--- src/rtl/monitor_cmd_sequencer_if.sv ---
// Byte-level connections between the command sequencer, the UART engines and the register bank.
interface monitor_cmd_sequencer_if #(
    parameter int unsigned DATA_W = 8
);
    logic              rx_valid;
    logic [DATA_W-1:0] rx_byte;
    logic              rx_error;
    logic              uart_rts;
    logic              uart_cts;
    logic              tx_write;
    logic [DATA_W-1:0] tx_byte;
    logic              tx_ready;
    logic [6:0]        reg_addr;
    logic [7:0]        reg_index;
    logic              reg_wr_en;
    logic [DATA_W-1:0] reg_wdata;
    logic              reg_rd_en;
    logic [DATA_W-1:0] reg_rdata;

    modport master (
        input  rx_valid, rx_byte, rx_error, uart_rts, tx_ready, reg_rdata,
        output uart_cts, tx_write, tx_byte, reg_addr, reg_index, reg_wr_en, reg_wdata, reg_rd_en
    );

    modport slave (
        output rx_valid, rx_byte, rx_error, uart_rts, tx_ready, reg_rdata,
        input  uart_cts, tx_write, tx_byte, reg_addr, reg_index, reg_wr_en, reg_wdata, reg_rd_en
    );
endinterface

--- src/rtl/monitor_cmd_sequencer.sv ---
// Monitor UART command sequencer: RTS/CTS handshake, command/size capture, then
// streams rx bytes into the register bank (write) or register bytes out to tx (read).
module monitor_cmd_sequencer #(
    parameter int unsigned DATA_W         = 8,
    parameter int unsigned TIMEOUT_CYCLES = 1_000_000
) (
    input  logic                    clk,
    input  logic                    reset,
    monitor_cmd_sequencer_if.master bus,
    output logic [2:0]              state,
    output logic [7:0]              cmd,
    output logic [7:0]              data_size,
    output logic                    cmd_done,
    output logic                    error
);
    localparam int unsigned CNT_W = (TIMEOUT_CYCLES > 2) ? $clog2(TIMEOUT_CYCLES) : 1;

    typedef enum logic [2:0] {
        S_IDLE     = 3'd0,
        S_CMD      = 3'd1,
        S_SIZE     = 3'd2,
        S_WRITE    = 3'd3,
        S_RD_FETCH = 3'd4,
        S_RD_WAIT  = 3'd5,
        S_RD_SEND  = 3'd6,
        S_DONE     = 3'd7
    } state_e;

    state_e            state_q, state_d;
    logic [7:0]        cmd_q, cmd_d;
    logic [7:0]        size_q, size_d;
    logic [7:0]        idx_q, idx_d;
    logic [DATA_W-1:0] wdata_q, wdata_d;
    logic [DATA_W-1:0] tx_byte_q, tx_byte_d;
    logic              tx_write_q, tx_write_d;
    logic              wr_en_q, wr_en_d;
    logic              rd_en_q, rd_en_d;
    logic              cts_q, cts_d;
    logic              done_q, done_d;
    logic              err_q, err_d;
    logic [CNT_W-1:0]  cnt_q, cnt_d;
    logic              timeout;

    assign timeout = (cnt_q == CNT_W'(TIMEOUT_CYCLES - 1));

    always_ff @(posedge clk) begin
        if (reset) begin
            state_q    <= S_IDLE;
            cmd_q      <= '0;
            size_q     <= '0;
            idx_q      <= '0;
            wdata_q    <= '0;
            tx_byte_q  <= '0;
            tx_write_q <= 1'b0;
            wr_en_q    <= 1'b0;
            rd_en_q    <= 1'b0;
            cts_q      <= 1'b1;
            done_q     <= 1'b0;
            err_q      <= 1'b0;
            cnt_q      <= '0;
        end else begin
            state_q    <= state_d;
            cmd_q      <= cmd_d;
            size_q     <= size_d;
            idx_q      <= idx_d;
            wdata_q    <= wdata_d;
            tx_byte_q  <= tx_byte_d;
            tx_write_q <= tx_write_d;
            wr_en_q    <= wr_en_d;
            rd_en_q    <= rd_en_d;
            cts_q      <= cts_d;
            done_q     <= done_d;
            err_q      <= err_d;
            cnt_q      <= cnt_d;
        end
    end

    always_comb begin
        state_d    = state_q;
        cmd_d      = cmd_q;
        size_d     = size_q;
        idx_d      = idx_q;
        wdata_d    = wdata_q;
        tx_byte_d  = tx_byte_q;
        tx_write_d = tx_write_q;
        wr_en_d    = 1'b0;
        rd_en_d    = 1'b0;
        err_d      = 1'b0;

        unique case (state_q)
            S_IDLE: begin
                if (!bus.uart_rts) state_d = S_CMD;
            end
            S_CMD: begin
                if (bus.rx_error) begin
                    state_d = S_IDLE;
                    err_d   = 1'b1;
                end else if (bus.rx_valid) begin
                    cmd_d   = 8'(bus.rx_byte);
                    state_d = S_SIZE;
                end else if (timeout) begin
                    state_d = S_IDLE;
                    err_d   = 1'b1;
                end
            end
            S_SIZE: begin
                if (bus.rx_error) begin
                    state_d = S_IDLE;
                    err_d   = 1'b1;
                end else if (bus.rx_valid) begin
                    size_d = 8'(bus.rx_byte);
                    idx_d  = '0;
                    if (bus.rx_byte == '0) begin
                        state_d = S_DONE;
                    end else if (cmd_q[7]) begin
                        state_d = S_WRITE;
                    end else begin
                        state_d = S_RD_FETCH;
                        rd_en_d = 1'b1;
                    end
                end else if (timeout) begin
                    state_d = S_IDLE;
                    err_d   = 1'b1;
                end
            end
            S_WRITE: begin
                // Index advances the cycle after a strobe so it stays aligned with the strobe it labels.
                if (wr_en_q) idx_d = idx_q + 8'd1;
                if (bus.rx_error) begin
                    state_d = S_IDLE;
                    err_d   = 1'b1;
                end else if (bus.rx_valid) begin
                    wr_en_d = 1'b1;
                    wdata_d = bus.rx_byte;
                    if (idx_d == size_q - 8'd1) state_d = S_DONE;
                end else if (timeout) begin
                    state_d = S_IDLE;
                    err_d   = 1'b1;
                end
            end
            S_RD_FETCH: begin
                state_d = S_RD_WAIT;
            end
            S_RD_WAIT: begin
                tx_byte_d  = bus.reg_rdata;
                tx_write_d = 1'b1;
                state_d    = S_RD_SEND;
            end
            S_RD_SEND: begin
                if (bus.tx_ready) begin
                    tx_write_d = 1'b0;
                    if (idx_q == size_q - 8'd1) begin
                        state_d = S_DONE;
                    end else begin
                        idx_d   = idx_q + 8'd1;
                        rd_en_d = 1'b1;
                        state_d = S_RD_FETCH;
                    end
                end
            end
            S_DONE: begin
                state_d = S_IDLE;
            end
            default: state_d = S_IDLE;
        endcase

        // CTS, done pulse and timeout counter all follow the state being entered.
        done_d = (state_d == S_DONE);
        cts_d  = !(state_d inside {S_CMD, S_SIZE, S_WRITE});
        if (!(state_q inside {S_CMD, S_SIZE, S_WRITE}) || bus.rx_valid || (state_d != state_q))
            cnt_d = '0;
        else
            cnt_d = cnt_q + CNT_W'(1);
    end

    assign bus.uart_cts  = cts_q;
    assign bus.tx_write  = tx_write_q;
    assign bus.tx_byte   = tx_byte_q;
    assign bus.reg_addr  = cmd_q[6:0];
    assign bus.reg_index = idx_q;
    assign bus.reg_wr_en = wr_en_q;
    assign bus.reg_wdata = wdata_q;
    assign bus.reg_rd_en = rd_en_q;
    assign state         = state_q;
    assign cmd           = cmd_q;
    assign data_size     = size_q;
    assign cmd_done      = done_q;
    assign error         = err_q;
endmodule
--- src/flat_wrapper.sv ---
// flat-port wrapper written by rule: the top's interface ports become plain ports
module monitor_cmd_sequencer_flat 
#(
    parameter int unsigned DATA_W         = 8,
    parameter int unsigned TIMEOUT_CYCLES = 1_000_000
)
  (clk, reset, state, cmd, data_size, cmd_done, error, bus_rx_valid, bus_rx_byte, bus_rx_error, bus_uart_rts, bus_tx_ready, bus_reg_rdata, bus_uart_cts, bus_tx_write, bus_tx_byte, bus_reg_addr, bus_reg_index, bus_reg_wr_en, bus_reg_wdata, bus_reg_rd_en);
  monitor_cmd_sequencer_if #(.DATA_W(DATA_W)) bus_i ();
  input  logic clk;
  input  logic reset;
  output logic [2:0] state;
  output logic [7:0] cmd;
  output logic [7:0] data_size;
  output logic cmd_done;
  output logic error;
  input wire logic [$bits(bus_i.rx_valid)-1:0] bus_rx_valid;
  input wire logic [$bits(bus_i.rx_byte)-1:0] bus_rx_byte;
  input wire logic [$bits(bus_i.rx_error)-1:0] bus_rx_error;
  input wire logic [$bits(bus_i.uart_rts)-1:0] bus_uart_rts;
  input wire logic [$bits(bus_i.tx_ready)-1:0] bus_tx_ready;
  input wire logic [$bits(bus_i.reg_rdata)-1:0] bus_reg_rdata;
  output wire logic [$bits(bus_i.uart_cts)-1:0] bus_uart_cts;
  output wire logic [$bits(bus_i.tx_write)-1:0] bus_tx_write;
  output wire logic [$bits(bus_i.tx_byte)-1:0] bus_tx_byte;
  output wire logic [$bits(bus_i.reg_addr)-1:0] bus_reg_addr;
  output wire logic [$bits(bus_i.reg_index)-1:0] bus_reg_index;
  output wire logic [$bits(bus_i.reg_wr_en)-1:0] bus_reg_wr_en;
  output wire logic [$bits(bus_i.reg_wdata)-1:0] bus_reg_wdata;
  output wire logic [$bits(bus_i.reg_rd_en)-1:0] bus_reg_rd_en;
  assign bus_i.rx_valid = bus_rx_valid;
  assign bus_i.rx_byte = bus_rx_byte;
  assign bus_i.rx_error = bus_rx_error;
  assign bus_i.uart_rts = bus_uart_rts;
  assign bus_i.tx_ready = bus_tx_ready;
  assign bus_i.reg_rdata = bus_reg_rdata;
  assign bus_uart_cts = bus_i.uart_cts;
  assign bus_tx_write = bus_i.tx_write;
  assign bus_tx_byte = bus_i.tx_byte;
  assign bus_reg_addr = bus_i.reg_addr;
  assign bus_reg_index = bus_i.reg_index;
  assign bus_reg_wr_en = bus_i.reg_wr_en;
  assign bus_reg_wdata = bus_i.reg_wdata;
  assign bus_reg_rd_en = bus_i.reg_rd_en;
  monitor_cmd_sequencer #(.DATA_W(DATA_W), .TIMEOUT_CYCLES(TIMEOUT_CYCLES)) u_core (.clk(clk), .reset(reset), .bus(bus_i), .state(state), .cmd(cmd), .data_size(data_size), .cmd_done(cmd_done), .error(error));
endmodule
--- config.mk ---
export PLATFORM = sky130hd
export DESIGN_NAME = monitor_cmd_sequencer_flat
export DESIGN_NICKNAME = d
export VERILOG_FILES = /design/src/rtl/monitor_cmd_sequencer_if.sv /design/src/rtl/monitor_cmd_sequencer.sv /design/src/flat_wrapper.sv
export SDC_FILE = /design/constraint.sdc
export NUM_CORES = 1
export LEC_CHECK = 0
export ABC_CLOCK_PERIOD_IN_PS = 2400
export CAP_MARGIN = 20
export CORE_MARGIN = 3
export CORE_UTILIZATION = 45
export DETAILED_ROUTE_END_ITERATION = 10
export PLACE_DENSITY_LB_ADDON = 0.3
export SLEW_MARGIN = 5
export SYNTH_ARGS = -nofsm -noshare
export SYNTH_HDL_FRONTEND = slang
export SYNTH_SLANG_ARGS = --single-unit
--- constraint.sdc ---
create_clock -name clk -period 2.4 [get_ports clk]
set_input_delay 0.24 -clock clk [delete_from_list [all_inputs] [get_ports clk]]
set_output_delay 0.24 -clock clk [all_outputs]
set_load 0.05 [all_outputs]
Figure 1. Metal layers overlaid.
Two of the layers only.
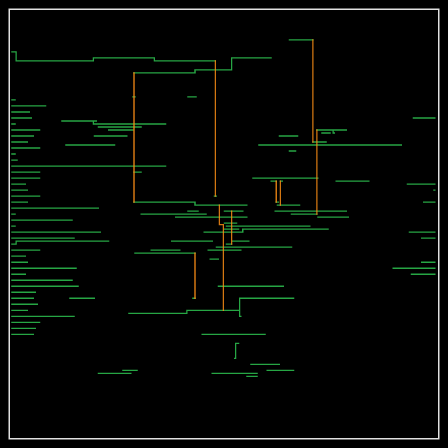
legend:
  orange:
    layer: met4
    wire_length: 155 um
  green:
    layer: met3
    wire_length: 895 um

Figure 2. Gate-type map.
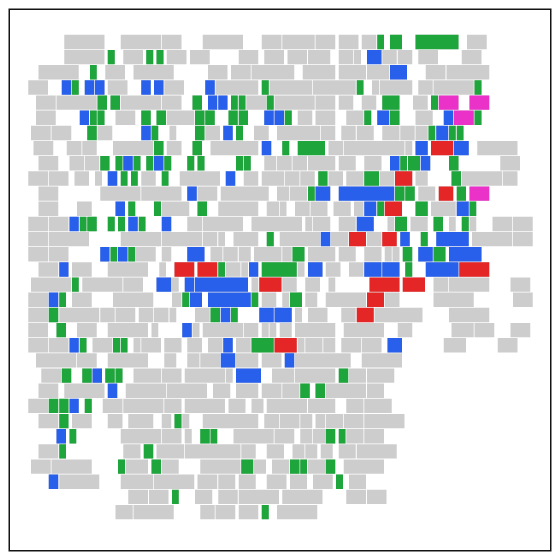
legend:
  blue:
    family: inverting AOI/OAI gates
    cells: 72
  magenta:
    family: multiplexers
    cells: 4
    where: top right
  red:
    family: AND-OR and OR-AND gates
    cells: 15
  green:
    family: NAND gates
    cells: 129
    where: spread over the die

Figure 3. The metal 4 layer.
Scale bar: 20 um.
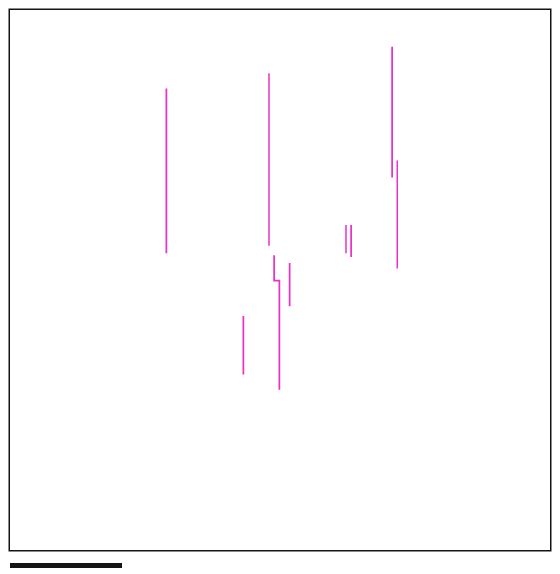
longest straight run: 30.6 um
share of all routed wire: 1.4%
wire length on this layer: 155 um
nets with wire on the layer: 8
main direction: vertical
final wirelength: 11200 um
detailed-route via count: 3790

==> run notes <==
From the run reports.

- The most used standard cell by instance count after synthesis reads nand2_1.
- The synthesized netlist occupies a cell area of 3710 um^2.
- The logic depth of the worst setup path including buffers reads 10.
- The cell-internal power reads about 1.8 mW.
- The register with the most flip-flops is u_core.cnt_q.
- The run finished, with violations left.
- Synthesis instantiated 63 different standard cells from the library.
- The met1 track utilization from global routing is 0.313.
- The row count is 32.
- Per the OpenROAD floorplan log, the area of the die is approximately 9400 um^2.
- For the worst setup path, the data arrival time is around 2.8 ns.
- The end of the worst hold path is u_core.bus.tx_byte[0].
- The combined flip-flop and latch cell area is between 1000 and 1500 um^2.
- The type of the worst setup path is reg -> reg.
- The placeable core region is 7890 um^2.
- The most frequently placed logic cell in the final layout is clkdlybuf4s50_1.
- The non-filler instance count after layout reads 675.
- The top cell types in the final layout, fill and taps aside, are clkdlybuf4s50_1 (77), nand2_1 (72), dfxtp_1 (61).
- The startpoint type of the worst setup path reads a flop.
- The flip-flop and latch count after synthesis is ~70.
- Setup repair after global routing could not meet its margin everywhere.
- The post-layout worst setup margin reads -0.0840 ns.
- The checks that failed: negative setup slack.
- The analysis attributes to cell leakage a power of 1.93 nW.
- Yosys attributes the largest share of cell area to dfxtp_1 (37%), nand2_1 (7.3%), nand3_1 (5.9%).
- The largest voltage drop on the vdd net reads 0.000270 V.
- The wire length per cell after detailed routing is around 17 um.
- In this run, synthesis inferred 0 flip-flops with an integrated enable.
- The number of pins with negative max-slew slack in the final report reads 0.
- In this run the post-CTS setup repair buffer count came out at 6.
- The final RePlAce weighted congestion reads 0.906.
- The first global-routing pass estimated 18100 um of wire.
- The final hold violation count reads 0.
- The number of antenna cells inserted reads 0.
- TritonCTS built the clock tree.
- The area used by multi-input combinational logic reads 2280 um^2.
- The top cell type by total area after synthesis reads dfxtp_1.
- The final setup violation count reads 17.
- The sequential cell power reads 1.16 mW.
- The number of warnings in the stage logs reads 29.
- The combinational fraction of the cell area is 0.424.
- The adder-cell share of the synthesized area reads 0.0101.
- Routing resource usage on met3 recorded by global route was 0.0663.
- Looking at the max-slew report, the worst-margin pin has a slew of between 1 and 1.5 ns.
Power and IR drop assume default switching activity.
